`src/rtl/itcm_port_arb_pkg.sv`:
```
// itcm_port_arb_pkg
//   Shared definitions for the ITCM port arbiter: read-response owner
//   encoding, byte-enable width and starvation counter width.
package itcm_port_arb_pkg;

  // Owner of the read whose data returns from the SRAM this cycle.
  typedef enum logic [1:0] {
    OWN_NONE = 2'd0,
    OWN_IF   = 2'd1,
    OWN_DS   = 2'd2,
    OWN_DB   = 2'd3
  } rd_own_e;

  localparam int              BE_W         = 4;
  localparam logic [BE_W-1:0] BE_FULL      = 4'hF;

  // Wide enough for the largest legal STARVE_MAX (15).
  localparam int              STARVE_CNT_W = 4;

endpackage

```
`src/rtl/arb_starve_cnt.sv`:
```
// arb_starve_cnt
//   Saturating counter of consecutive denied fetch-request cycles.
//   Ports:
//     cpu_clk, cpu_rstn  clock, async active-low reset
//     clr_i              clear to zero (wins over increment)
//     inc_i              increment, saturating at STARVE_MAX
//     sat_o              counter currently equals STARVE_MAX
module arb_starve_cnt
  import itcm_port_arb_pkg::*;
#(
  parameter int STARVE_MAX = 4
) (
  input  logic cpu_clk,
  input  logic cpu_rstn,
  input  logic clr_i,
  input  logic inc_i,
  output logic sat_o
);

  localparam logic [STARVE_CNT_W-1:0] MAX_C = STARVE_CNT_W'(STARVE_MAX);

  logic [STARVE_CNT_W-1:0] cnt_q;
  logic [STARVE_CNT_W-1:0] cnt_d;

  always_comb begin
    cnt_d = cnt_q;
    if (clr_i) begin
      cnt_d = '0;
    end else if (inc_i && (cnt_q != MAX_C)) begin
      cnt_d = cnt_q + 1'b1;
    end
  end

  always_ff @(posedge cpu_clk or negedge cpu_rstn) begin
    if (!cpu_rstn) begin
      cnt_q <= '0;
    end else begin
      cnt_q <= cnt_d;
    end
  end

  assign sat_o = (cnt_q == MAX_C);

endmodule

```
`src/rtl/itcm_port_arb.sv`:
```
// itcm_port_arb
//   Single-port ITCM arbiter for fetch (if_*), load/store (ds_*) and debug
//   (db_*) requesters. Grants combinationally (debug > data > fetch, with a
//   starvation override letting fetch beat data), drives the SRAM port from
//   the granted requester and steers next-cycle read data to its owner.
//   Ports:
//     cpu_clk, cpu_rstn           clock, async active-low reset
//     dbg_mode_i                  core halted in debug; blocks fetch grants
//     if_*                        fetch read port, plus if_stall_o
//     ds_*                        data port (byte-enabled writes)
//     db_*                        debug port (full-word writes)
//     itcm_*                      SRAM port; itcm_rdata_i is one cycle late
module itcm_port_arb
  import itcm_port_arb_pkg::*;
#(
  parameter int ADDR_WIDTH = 32,
  parameter int DATA_WIDTH = 32,
  parameter int ITCM_AW    = 14,
  parameter int STARVE_MAX = 4
) (
  input  logic                  cpu_clk,
  input  logic                  cpu_rstn,
  input  logic                  dbg_mode_i,

  input  logic                  if_req_i,
  input  logic [ADDR_WIDTH-1:0] if_addr_i,
  output logic                  if_gnt_o,
  output logic                  if_stall_o,
  output logic                  if_rvalid_o,
  output logic [DATA_WIDTH-1:0] if_rdata_o,

  input  logic                  ds_req_i,
  input  logic                  ds_we_i,
  input  logic [BE_W-1:0]       ds_be_i,
  input  logic [ADDR_WIDTH-1:0] ds_addr_i,
  input  logic [DATA_WIDTH-1:0] ds_wdata_i,
  output logic                  ds_gnt_o,
  output logic                  ds_rvalid_o,
  output logic [DATA_WIDTH-1:0] ds_rdata_o,

  input  logic                  db_req_i,
  input  logic                  db_we_i,
  input  logic [ADDR_WIDTH-1:0] db_addr_i,
  input  logic [DATA_WIDTH-1:0] db_wdata_i,
  output logic                  db_gnt_o,
  output logic                  db_rvalid_o,
  output logic [DATA_WIDTH-1:0] db_rdata_o,

  output logic                  itcm_cs_o,
  output logic                  itcm_we_o,
  output logic [BE_W-1:0]       itcm_be_o,
  output logic [ITCM_AW-1:0]    itcm_addr_o,
  output logic [DATA_WIDTH-1:0] itcm_wdata_o,
  input  logic [DATA_WIDTH-1:0] itcm_rdata_i
);

  rd_own_e rd_own_q;
  rd_own_e rd_own_d;
  logic    starve_sat;
  logic    force_if;

  // Byte-offset and above-ITCM address bits are intentionally ignored.
  logic    unused_addr_bits;
  assign unused_addr_bits = ^{if_addr_i, ds_addr_i, db_addr_i};

  // Fetch jumps ahead of data only once it has been denied STARVE_MAX times.
  assign force_if = starve_sat && if_req_i && !dbg_mode_i;

  assign db_gnt_o   = db_req_i;
  assign ds_gnt_o   = ds_req_i && !db_req_i && !force_if;
  assign if_gnt_o   = if_req_i && !dbg_mode_i && !db_req_i && (!ds_req_i || force_if);
  assign if_stall_o = if_req_i && !if_gnt_o;

  arb_starve_cnt #(
    .STARVE_MAX (STARVE_MAX)
  ) u_starve (
    .cpu_clk  (cpu_clk),
    .cpu_rstn (cpu_rstn),
    .clr_i    (if_gnt_o || !if_req_i || dbg_mode_i),
    .inc_i    (if_req_i && !if_gnt_o && !dbg_mode_i),
    .sat_o    (starve_sat)
  );

  always_comb begin
    itcm_cs_o    = 1'b0;
    itcm_we_o    = 1'b0;
    itcm_be_o    = '0;
    itcm_addr_o  = '0;
    itcm_wdata_o = '0;
    rd_own_d     = OWN_NONE;
    if (db_gnt_o) begin
      itcm_cs_o    = 1'b1;
      itcm_we_o    = db_we_i;
      itcm_be_o    = BE_FULL;
      itcm_addr_o  = db_addr_i[ITCM_AW+1:2];
      itcm_wdata_o = db_wdata_i;
      if (!db_we_i) rd_own_d = OWN_DB;
    end else if (ds_gnt_o) begin
      itcm_cs_o    = 1'b1;
      itcm_we_o    = ds_we_i;
      itcm_be_o    = ds_we_i ? ds_be_i : BE_FULL;
      itcm_addr_o  = ds_addr_i[ITCM_AW+1:2];
      itcm_wdata_o = ds_wdata_i;
      if (!ds_we_i) rd_own_d = OWN_DS;
    end else if (if_gnt_o) begin
      itcm_cs_o    = 1'b1;
      itcm_be_o    = BE_FULL;
      itcm_addr_o  = if_addr_i[ITCM_AW+1:2];
      rd_own_d     = OWN_IF;
    end
  end

  // Reset clears the owner, so a read in flight at reset never reports valid.
  always_ff @(posedge cpu_clk or negedge cpu_rstn) begin
    if (!cpu_rstn) begin
      rd_own_q <= OWN_NONE;
    end else begin
      rd_own_q <= rd_own_d;
    end
  end

  assign if_rvalid_o = (rd_own_q == OWN_IF);
  assign ds_rvalid_o = (rd_own_q == OWN_DS);
  assign db_rvalid_o = (rd_own_q == OWN_DB);

  assign if_rdata_o  = itcm_rdata_i;
  assign ds_rdata_o  = itcm_rdata_i;
  assign db_rdata_o  = itcm_rdata_i;

endmodule

```
`config.mk`:
```
export PLATFORM = sky130hd
export DESIGN_NAME = itcm_port_arb
export DESIGN_NICKNAME = d
export VERILOG_FILES = /design/src/rtl/itcm_port_arb_pkg.sv /design/src/rtl/arb_starve_cnt.sv /design/src/rtl/itcm_port_arb.sv
export SDC_FILE = /design/constraint.sdc
export NUM_CORES = 1
export LEC_CHECK = 0
export CAP_MARGIN = 10
export CORE_AREA = 2 2 138 140
export CTS_CLUSTER_DIAMETER = 100
export CTS_CLUSTER_SIZE = 30
export DETAILED_ROUTE_END_ITERATION = 8
export DIE_AREA = 0 0 140 142
export SYNTH_ARGS = -nofsm -noshare
export SYNTH_HDL_FRONTEND = slang
export SYNTH_SLANG_ARGS = --single-unit
```
`constraint.sdc`:
```
create_clock -name cpu_clk -period 2.65 [get_ports cpu_clk]
set_input_delay 0.53 -clock cpu_clk [delete_from_list [all_inputs] [get_ports cpu_clk]]
set_output_delay 0.53 -clock cpu_clk [all_outputs]
set_load 0.05 [all_outputs]
```
run_1/met1.png
The bar under the picture is 50 µm long. Supply wires on this layer in grey.
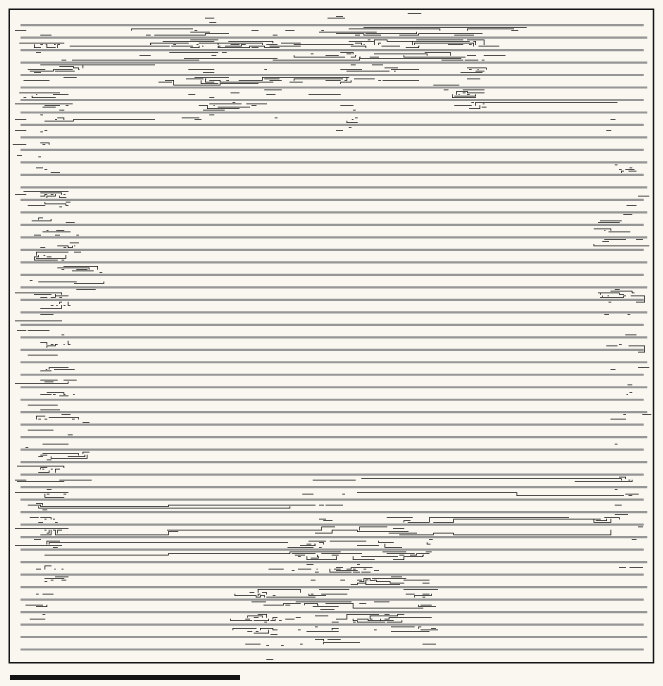
main direction: horizontal
share of all routed wire: 36%
wire length on this layer: 2630 µm
nets with wire on the layer: 338
longest straight run: 56.6 µm

run_1/met4.png
Supply wires on this layer in grey.
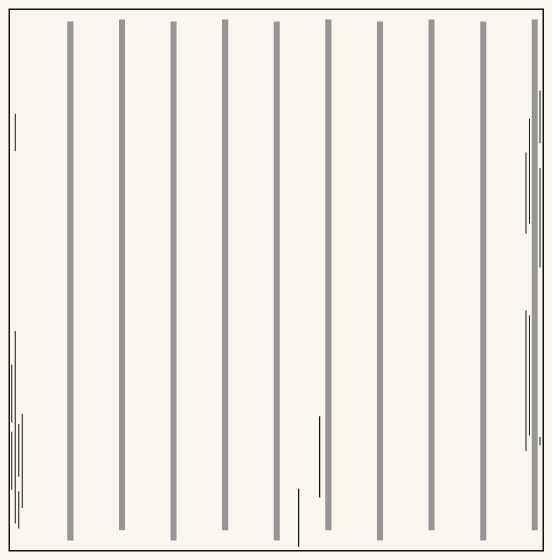
nets with wire on the layer: 13
share of all routed wire: 4.5%

run_1/met3.png
The bar under the picture is 50 µm long.
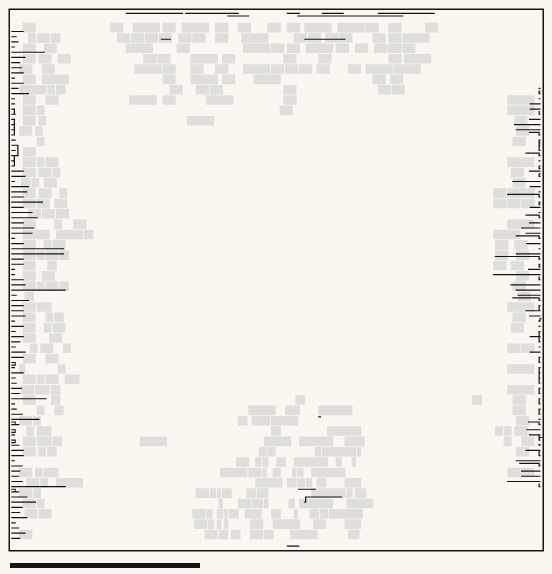
wire length on this layer: 658 µm
longest straight run: 27.6 µm
share of all routed wire: 9.0%

==> flow_summary.json, run 1 <==
{
  "nNonClkInverters": 5,
  "min_period_over_period": 0.974,
  "synthFlopType": "dfrtp_1",
  "grt_antenna_before_repair": 0,
  "cp_slowest_cell": "clkdlybuf4s50_1",
  "seq_area_um2": 150,
  "placement.io_buffers": 176,
  "log.warning_count": 81,
  "synth-edff-count": 0,
  "syn_to_final_growth_pct": 89.8,
  "fin_hold_ws_ps": 546,
  "fin_ws_ps": 69.4,
  "die-area_um2": 19900,
  "p_clk_mw": 0.242,
  "place_ws_ps": 9.68,
  "crit_type": "input port to primary output",
  "cts-htree-levels": 1,
  "status": "finished with violations",
  "wl_met3_um": 658,
  "drc": 20,
  "ys_seq_share": 0.0768,
  "power.static_leakage_nw": 1.42,
  "die_w_um": 140,
  "violations": "DRC",
  "ys_cells": 240
}
==> run 1: Yosys cell counts (2+ instances only) <==
library cell,count
buf_4,102
a32o_1,33
and2_1,29
a221o_1,8
a221o_2,6
dfrtp_1,6
o21ai_0,6
buf_6,5
clkbuf_1,5
inv_1,5
nand2_1,5
a21oi_1,3
nand3_1,3
nor2b_1,3
buf_2,2
ha_1,2
nand2b_1,2
==> run 1: flip-flops by register name (all words and copies together), names as in the netlist <==
name,cells
rd_own_q,2
u_starve.cnt_q,4
==> run 1: kinds of logic (layout without fill, tap and decap cells) <==
kind of cell / Yosys count / count (layout) / synth area share
fa+ha+maj: 2 / 2 / 0.0128
compound gates: 60 / 60 / 0.290
xor+xnor: 2 / 2 / 0.00896
buf+inv: 119 / 196 / 0.445
flops: 6 / 6 / 0.0768
simple gates: 51 / 51 / 0.166
run_1/met2.png
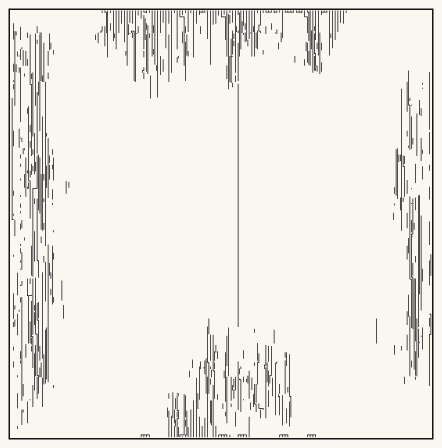

==> run 2, diff against run 1 <==
- HOLD_SLACK_MARGIN: unset -> 0.06
- SETUP_SLACK_MARGIN: unset -> 0.05
run_2/met2.png
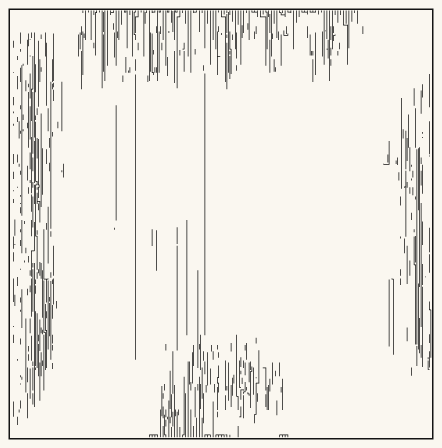
main direction: vertical
nets with wire on the layer: 410
share of all routed wire: 51%
wire length on this layer: 4010 µm
longest straight run: 94.5 µm

==> run 2 against run 1 <==
  * Wire length up 7.5%
  * Sequential share of layout area down 0.11 points
  * Critical endpoint unchanged
  * Clock skew about the same
  * Synthesized cell count unchanged
  * Highest routed layer unchanged
  * Maximum frequency up 1.6%
  * Power up 0.56%
  * Core utilization up 0.57 points
  * The flow still finishes with violations (DRC)
  * Hold slack worse by 4.1 ps
  * First-iteration DRC count down 30%
  * Die size unchanged
  * Clock-buffer cell count unchanged
==> flow_summary.json, run 2 <==
{
  "status": "finished with violations",
  "violations": "DRC",
  "grt_antenna_before_repair": 1,
  "numSynthFlops": 6,
  "cp_slowest_cell": "clkdlybuf4s50_1",
  "drc": 19,
  "largest_reg_flops": 4,
  "cp-endpoint": "itcm_addr_o[8]",
  "fin_ws_ps": 111,
  "regMostFlops": "u_starve.cnt_q",
  "synth-edff-count": 0,
  "die-area_um2": 19900,
  "die_w_um": 140,
  "fin_hold_ws_ps": 542,
  "crit_type": "input port to primary output",
  "ys_seq_share": 0.0768,
  "min_period_over_period": 0.958,
  "wl_met3_um": 784,
  "p_clk_mw": 0.237,
  "power.static_leakage_nw": 1.49,
  "syn_to_final_growth_pct": 95.2,
  "place_ws_ps": 50.0,
  "grt_max_degree": 34,
  "synthTopCellsByCount": "buf_4, a32o_1, and2_1",
  "placement.io_buffers": 176,
  "synth.most_common_cell": "buf_4"
}
run_2/final_clocks.png
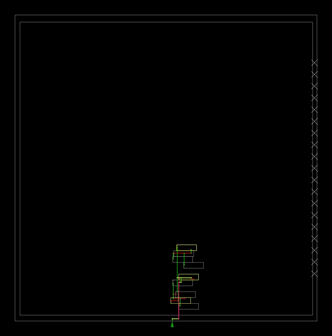
TritonCTS Buffers: 3
CLK BUF: 3

-- run 2: cell counts after synthesis --
No cell type changed its count.
-- run 2: final cells by class --
type | instances | area [µm²]
fill | 2019 | 14600
clock buffer | 3 | 75.1
tap | 234 | 293
sequential | 6 | 150
inverter | 5 | 18.8
multi-input combinational | 115 | 962
timing repair buffer | 193 | 2320
-- run 2: cell families (layout without fill, tap and decap cells) --
| logic type | Yosys count | count (layout) | synth area share |
|---|---|---|---|
| AOI/OAI and AO/OA | 60 | 60 | 0.290 |
| xor gates and xnor gates | 2 | 2 | 0.00896 |
| adders and majority gates | 2 | 2 | 0.0128 |
| buffers and inverters | 119 | 201 | 0.445 |
| DFF | 6 | 6 | 0.0768 |
| and+or+nand+nor | 51 | 51 | 0.166 |
Power figures rest on the tool's default switching activity, not on a simulated workload.
